**config.mk**
```make
export PLATFORM = sky130hd
export DESIGN_NAME = seq_alu
export DESIGN_NICKNAME = d
export VERILOG_FILES = /design/src/rtl/seq_alu.sv
export SDC_FILE = /design/constraint.sdc
export NUM_CORES = 1
export LEC_CHECK = 0
export CAP_MARGIN = 20
export CORE_ASPECT_RATIO = 1.2
export CORE_MARGIN = 2
export CORE_UTILIZATION = 35
export CTS_CLUSTER_DIAMETER = 30
export DETAILED_ROUTE_END_ITERATION = 10
export PLACE_DENSITY_LB_ADDON = 0.05
export SYNTH_ARGS = -nofsm -noshare
export SYNTH_HDL_FRONTEND = slang
export SYNTH_SLANG_ARGS = --single-unit
export TNS_END_PERCENT = 50
```
**constraint.sdc**
```tcl
create_clock -name clock -period 6.7 [get_ports clock]
set_input_delay 1.675 -clock clock [delete_from_list [all_inputs] [get_ports clock]]
set_output_delay 1.675 -clock clock [all_outputs]
set_load 0.05 [all_outputs]
```
**src/rtl/seq_alu.sv**
```systemverilog
// seq_alu: registered ALU with start/busy/done handshake, Booth multiply and restoring divide.
// Define SEQ_ALU_DIV_EN to compile in the divider (DIV/DFIX states and the dz flag).
module seq_alu #(
  parameter int WIDTH = 32,
  parameter int SHW   = $clog2(WIDTH)
) (
  input  logic             clock,
  input  logic             clear,
  input  logic             start,
  input  logic [4:0]       opcode,
  input  logic [WIDTH-1:0] Ra,
  input  logic [WIDTH-1:0] Rb,
  output logic             busy,
  output logic             done,
  output logic [WIDTH-1:0] ZHI,
  output logic [WIDTH-1:0] ZLO,
  output logic             dz
);
  localparam int CW = $clog2(WIDTH) + 1;

  localparam logic [4:0] OP_ADD = 5'b00011;
  localparam logic [4:0] OP_SUB = 5'b00100;
  localparam logic [4:0] OP_SHR = 5'b00101;
  localparam logic [4:0] OP_SHL = 5'b00110;
  localparam logic [4:0] OP_ROR = 5'b00111;
  localparam logic [4:0] OP_ROL = 5'b01000;
  localparam logic [4:0] OP_AND = 5'b01001;
  localparam logic [4:0] OP_OR  = 5'b01010;
  localparam logic [4:0] OP_MUL = 5'b01110;
  localparam logic [4:0] OP_NEG = 5'b10000;
  localparam logic [4:0] OP_NOT = 5'b10001;
`ifdef SEQ_ALU_DIV_EN
  localparam logic [4:0] OP_DIV = 5'b01111;
`endif

  typedef enum logic [1:0] {IDLE, MUL, DIV, DFIX} state_t;

  state_t           state_q, state_d;
  logic [CW-1:0]    count_q, count_d;
  logic [WIDTH:0]   acc_q, acc_d;
  logic [WIDTH:0]   opnd_q, opnd_d;
  logic [WIDTH-1:0] q_q, q_d;
  logic             qm1_q, qm1_d;
  logic             done_q, done_d;
  logic [WIDTH-1:0] zhi_q, zhi_d;
  logic [WIDTH-1:0] zlo_q, zlo_d;

  logic [SHW-1:0]   amt;
  logic [WIDTH-1:0] ror_res, rol_res;
  logic [WIDTH:0]   booth_sum;

`ifdef SEQ_ALU_DIV_EN
  logic             q_neg_q, q_neg_d;
  logic             r_neg_q, r_neg_d;
  logic             dz_q, dz_d, dz_set;
  logic [WIDTH-1:0] ra_abs, rb_abs;
  logic [WIDTH:0]   div_shift, div_trial;

  assign ra_abs    = Ra[WIDTH-1] ? ('0 - Ra) : Ra;
  assign rb_abs    = Rb[WIDTH-1] ? ('0 - Rb) : Rb;
  assign div_shift = {acc_q[WIDTH-1:0], q_q[WIDTH-1]};
  assign div_trial = div_shift - opnd_q;
`endif

  // Rotates shift a doubled copy of Ra so an amount of zero needs no special case.
  assign amt     = Rb[SHW-1:0];
  assign ror_res = WIDTH'({Ra, Ra} >> amt);
  assign rol_res = WIDTH'(({Ra, Ra} << amt) >> WIDTH);

  always_comb begin
    case ({q_q[0], qm1_q})
      2'b01:   booth_sum = acc_q + opnd_q;
      2'b10:   booth_sum = acc_q - opnd_q;
      default: booth_sum = acc_q;
    endcase
  end

  always_comb begin
    state_d = state_q;
    count_d = count_q;
    acc_d   = acc_q;
    opnd_d  = opnd_q;
    q_d     = q_q;
    qm1_d   = qm1_q;
    done_d  = 1'b0;
    zhi_d   = zhi_q;
    zlo_d   = zlo_q;
`ifdef SEQ_ALU_DIV_EN
    q_neg_d = q_neg_q;
    r_neg_d = r_neg_q;
    dz_set  = 1'b0;
`endif
    case (state_q)
      IDLE: begin
        if (start) begin
          done_d = 1'b1;
          zhi_d  = '0;
          case (opcode)
            OP_ADD: zlo_d = Ra + Rb;
            OP_SUB: zlo_d = Ra - Rb;
            OP_SHR: zlo_d = Ra >> amt;
            OP_SHL: zlo_d = Ra << amt;
            OP_ROR: zlo_d = ror_res;
            OP_ROL: zlo_d = rol_res;
            OP_AND: zlo_d = Ra & Rb;
            OP_OR:  zlo_d = Ra | Rb;
            OP_NEG: zlo_d = '0 - Ra;
            OP_NOT: zlo_d = ~Ra;
            OP_MUL: begin
              done_d  = 1'b0;
              zhi_d   = zhi_q;
              state_d = MUL;
              count_d = CW'(WIDTH);
              acc_d   = '0;
              opnd_d  = {Ra[WIDTH-1], Ra};
              q_d     = Rb;
              qm1_d   = 1'b0;
            end
`ifdef SEQ_ALU_DIV_EN
            OP_DIV: begin
              if (Rb == '0) begin
                zlo_d  = '1;
                zhi_d  = Ra;
                dz_set = 1'b1;
              end else begin
                done_d  = 1'b0;
                zhi_d   = zhi_q;
                state_d = DIV;
                count_d = CW'(WIDTH);
                acc_d   = '0;
                opnd_d  = {1'b0, rb_abs};
                q_d     = ra_abs;
                q_neg_d = Ra[WIDTH-1] ^ Rb[WIDTH-1];
                r_neg_d = Ra[WIDTH-1];
              end
            end
`endif
            default: zlo_d = '0;
          endcase
        end
      end
      MUL: begin
        // Arithmetic shift right of {acc, q, q-1} after the Booth add/subtract.
        {acc_d, q_d, qm1_d} = {booth_sum[WIDTH], booth_sum, q_q};
        count_d = count_q - CW'(1);
        if (count_q == CW'(1)) begin
          state_d = IDLE;
          done_d  = 1'b1;
          zhi_d   = acc_d[WIDTH-1:0];
          zlo_d   = q_d;
        end
      end
`ifdef SEQ_ALU_DIV_EN
      DIV: begin
        if (!div_trial[WIDTH]) begin
          acc_d = div_trial;
          q_d   = {q_q[WIDTH-2:0], 1'b1};
        end else begin
          acc_d = div_shift;
          q_d   = {q_q[WIDTH-2:0], 1'b0};
        end
        count_d = count_q - CW'(1);
        if (count_q == CW'(1)) state_d = DFIX;
      end
      DFIX: begin
        state_d = IDLE;
        done_d  = 1'b1;
        zlo_d   = q_neg_q ? ('0 - q_q) : q_q;
        zhi_d   = r_neg_q ? ('0 - acc_q[WIDTH-1:0]) : acc_q[WIDTH-1:0];
      end
`endif
      default: state_d = IDLE;
    endcase
`ifdef SEQ_ALU_DIV_EN
    dz_d = done_d ? dz_set : dz_q;
`endif
  end

  always_ff @(posedge clock) begin
    if (clear) begin
      state_q <= IDLE;
      count_q <= '0;
      acc_q   <= '0;
      opnd_q  <= '0;
      q_q     <= '0;
      qm1_q   <= 1'b0;
      done_q  <= 1'b0;
      zhi_q   <= '0;
      zlo_q   <= '0;
`ifdef SEQ_ALU_DIV_EN
      q_neg_q <= 1'b0;
      r_neg_q <= 1'b0;
      dz_q    <= 1'b0;
`endif
    end else begin
      state_q <= state_d;
      count_q <= count_d;
      acc_q   <= acc_d;
      opnd_q  <= opnd_d;
      q_q     <= q_d;
      qm1_q   <= qm1_d;
      done_q  <= done_d;
      zhi_q   <= zhi_d;
      zlo_q   <= zlo_d;
`ifdef SEQ_ALU_DIV_EN
      q_neg_q <= q_neg_d;
      r_neg_q <= r_neg_d;
      dz_q    <= dz_d;
`endif
    end
  end

  assign busy = (state_q != IDLE);
  assign done = done_q;
  assign ZHI  = zhi_q;
  assign ZLO  = zlo_q;
`ifdef SEQ_ALU_DIV_EN
  assign dz   = dz_q;
`else
  assign dz   = 1'b0;
`endif

endmodule

```
**Signal wires by layer**

Drawn at 1.5 px/um.
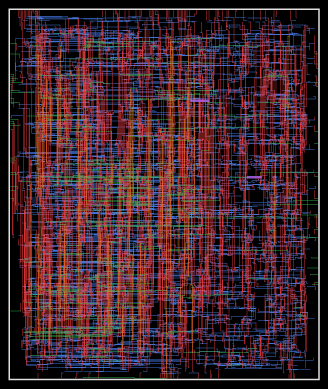
- purple: M5 (wire length 19.3 um)
- red: M2 (wire length 40.3 mm)
- green: M3 (wire length 4560 um)
- orange: M4 (wire length 5890 um)
- blue: M1 (wire length 33.3 mm)
WL final: 84000 um
Total Routing Usage GR: 33.2%
overall via count from detail_route: 18830
average wire per standard cell: 26.9 um

**Clock network drawn from the DEF**

Drawn at 1 px/um.
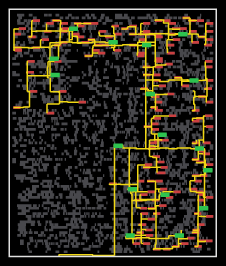
- green: clock-net drivers (count 17)
- red: flip-flops (count 169)
- yellow: clock wires (length 2820 um)
- flops lie: widely spread
clock group total power: 1.04 mW
worst skew pair latency: 0.50 ns
clock share of power: 31.6%

**Met4 routing**

Drawn at 1.5 px/um. Cells faint in the background.
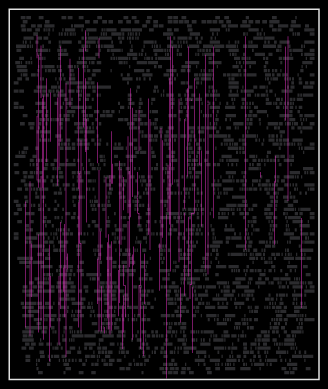
- main direction: vertical
- nets with wire on the layer: 90
- share of all routed wire: 7.0%
- longest straight run: 182 um
- wire length on this layer: 5890 um

==> reports/qor.csv <==
stage,metric,value,unit
synth,ys_area,17100,sq um
final_layout,sh_seq_area,17.0,%
setup_path,critPathMaxStageDelay,0.42,ns
power_and_ir_drop,leakage,7.58,nW
final_layout,layout_top_cells,"340 x nand2_1, 323 x a21oi_1, 283 x nor2_1",
synth,synthCells,2414,
min_path,hold_path.class,register to register,
final_layout,drive_gt1_share,9.66,%
final_timing,setup_violations,0,
synth,largest_area_cell,dfxtp_1,
final_timing,setup_slack,1.06,ns
synth,synth_top_cell_by_count,nand2_1,
grt,top_usage_layer,met2,
routing,drc_errors,0,
power_and_ir_drop,powerDensity,165,nW/um^2
run_status,outcome,"complete, no violations",
power_and_ir_drop,p_seq_share,31.6,%
final_layout,fillers,5032,
final_timing,min_period,5.64,ns
grt,met1_usage,38.7,%
setup_path,cp_max_fo,7,
floorplanning,chipArea,50500,sq um
synth,ys_top_logic_family,AND-OR/OR-AND gates,
final_layout,comb_cells,2004,
power_and_ir_drop,powerComb,1.20,mW
setup_path,setup.worst_path.end,ZLO[28],
grt,grt_overflow_total,0,
synth,ys_cells,2414,
final_layout,stdcell_count,3125,
final_timing,layout_worst_path_cycle_share,84.1,%
synth,syn_avg_cell_area,7.07,sq um
final_layout,nonClkBufAreaFrac,11.0,%
final_timing,skew,0.0223,ns
power_and_ir_drop,p_comb_share,36.8,%
clock_tree,cts-root-buf,clkbuf_16,
final_layout,final-clk-cell-share,3.03,%
grt,grt_max_degree,72,
routing,via_per_inst,6.03,
synth,ys_sh_xor,6.42,%
final_layout,n_clock_buffer,17,
synth,adder_share,5.52,%
final_layout,postLayoutCellArea,19900,sq um
grt,grtUsageMet3,5.08,%
synth,synthTopCellsByCount,"340 x nand2_1, 323 x a21oi_1, 286 x nor2_1",
routing,met1Wirelength,33300,um
final_layout,flop_area,3390,sq um
floorplanning,die_y,246,um
synth,mux_area_share,11.9,%
min_path,hp-start,ZHI[27],
final_layout,n_antenna_cell,0,
placement,port_buffers,137,
routing,dr.pass1.iters,7,
setup_path,critPathRequiredTime,7.15,ns
final_layout,fin_util,41.3,%
grt,antenna_found_initial,2,
final_layout,comb_share,64.1,%
routing,top_layer,met5,
placement,pre_cts_slack,0.658,ns
placement,dp_cells,3092,
setup_path,rr_startpoint,opnd_q[6],
final_timing,grt_setup_unrepaired,false,
setup_path,crit_cells,19,
final_layout,fin_nets,2628,
final_timing,hold_violations,0,
clock_tree,tritoncts,yes,
synth,yosys_warnings,0,
min_path,hold_path_end,ZHI[27],
synth,top_area_share,19.8,%
routing,wl_met3,4560,um
final_timing,slew_headroom,31.5,%
Power figures rest on the tool's default switching activity, not on a simulated workload.
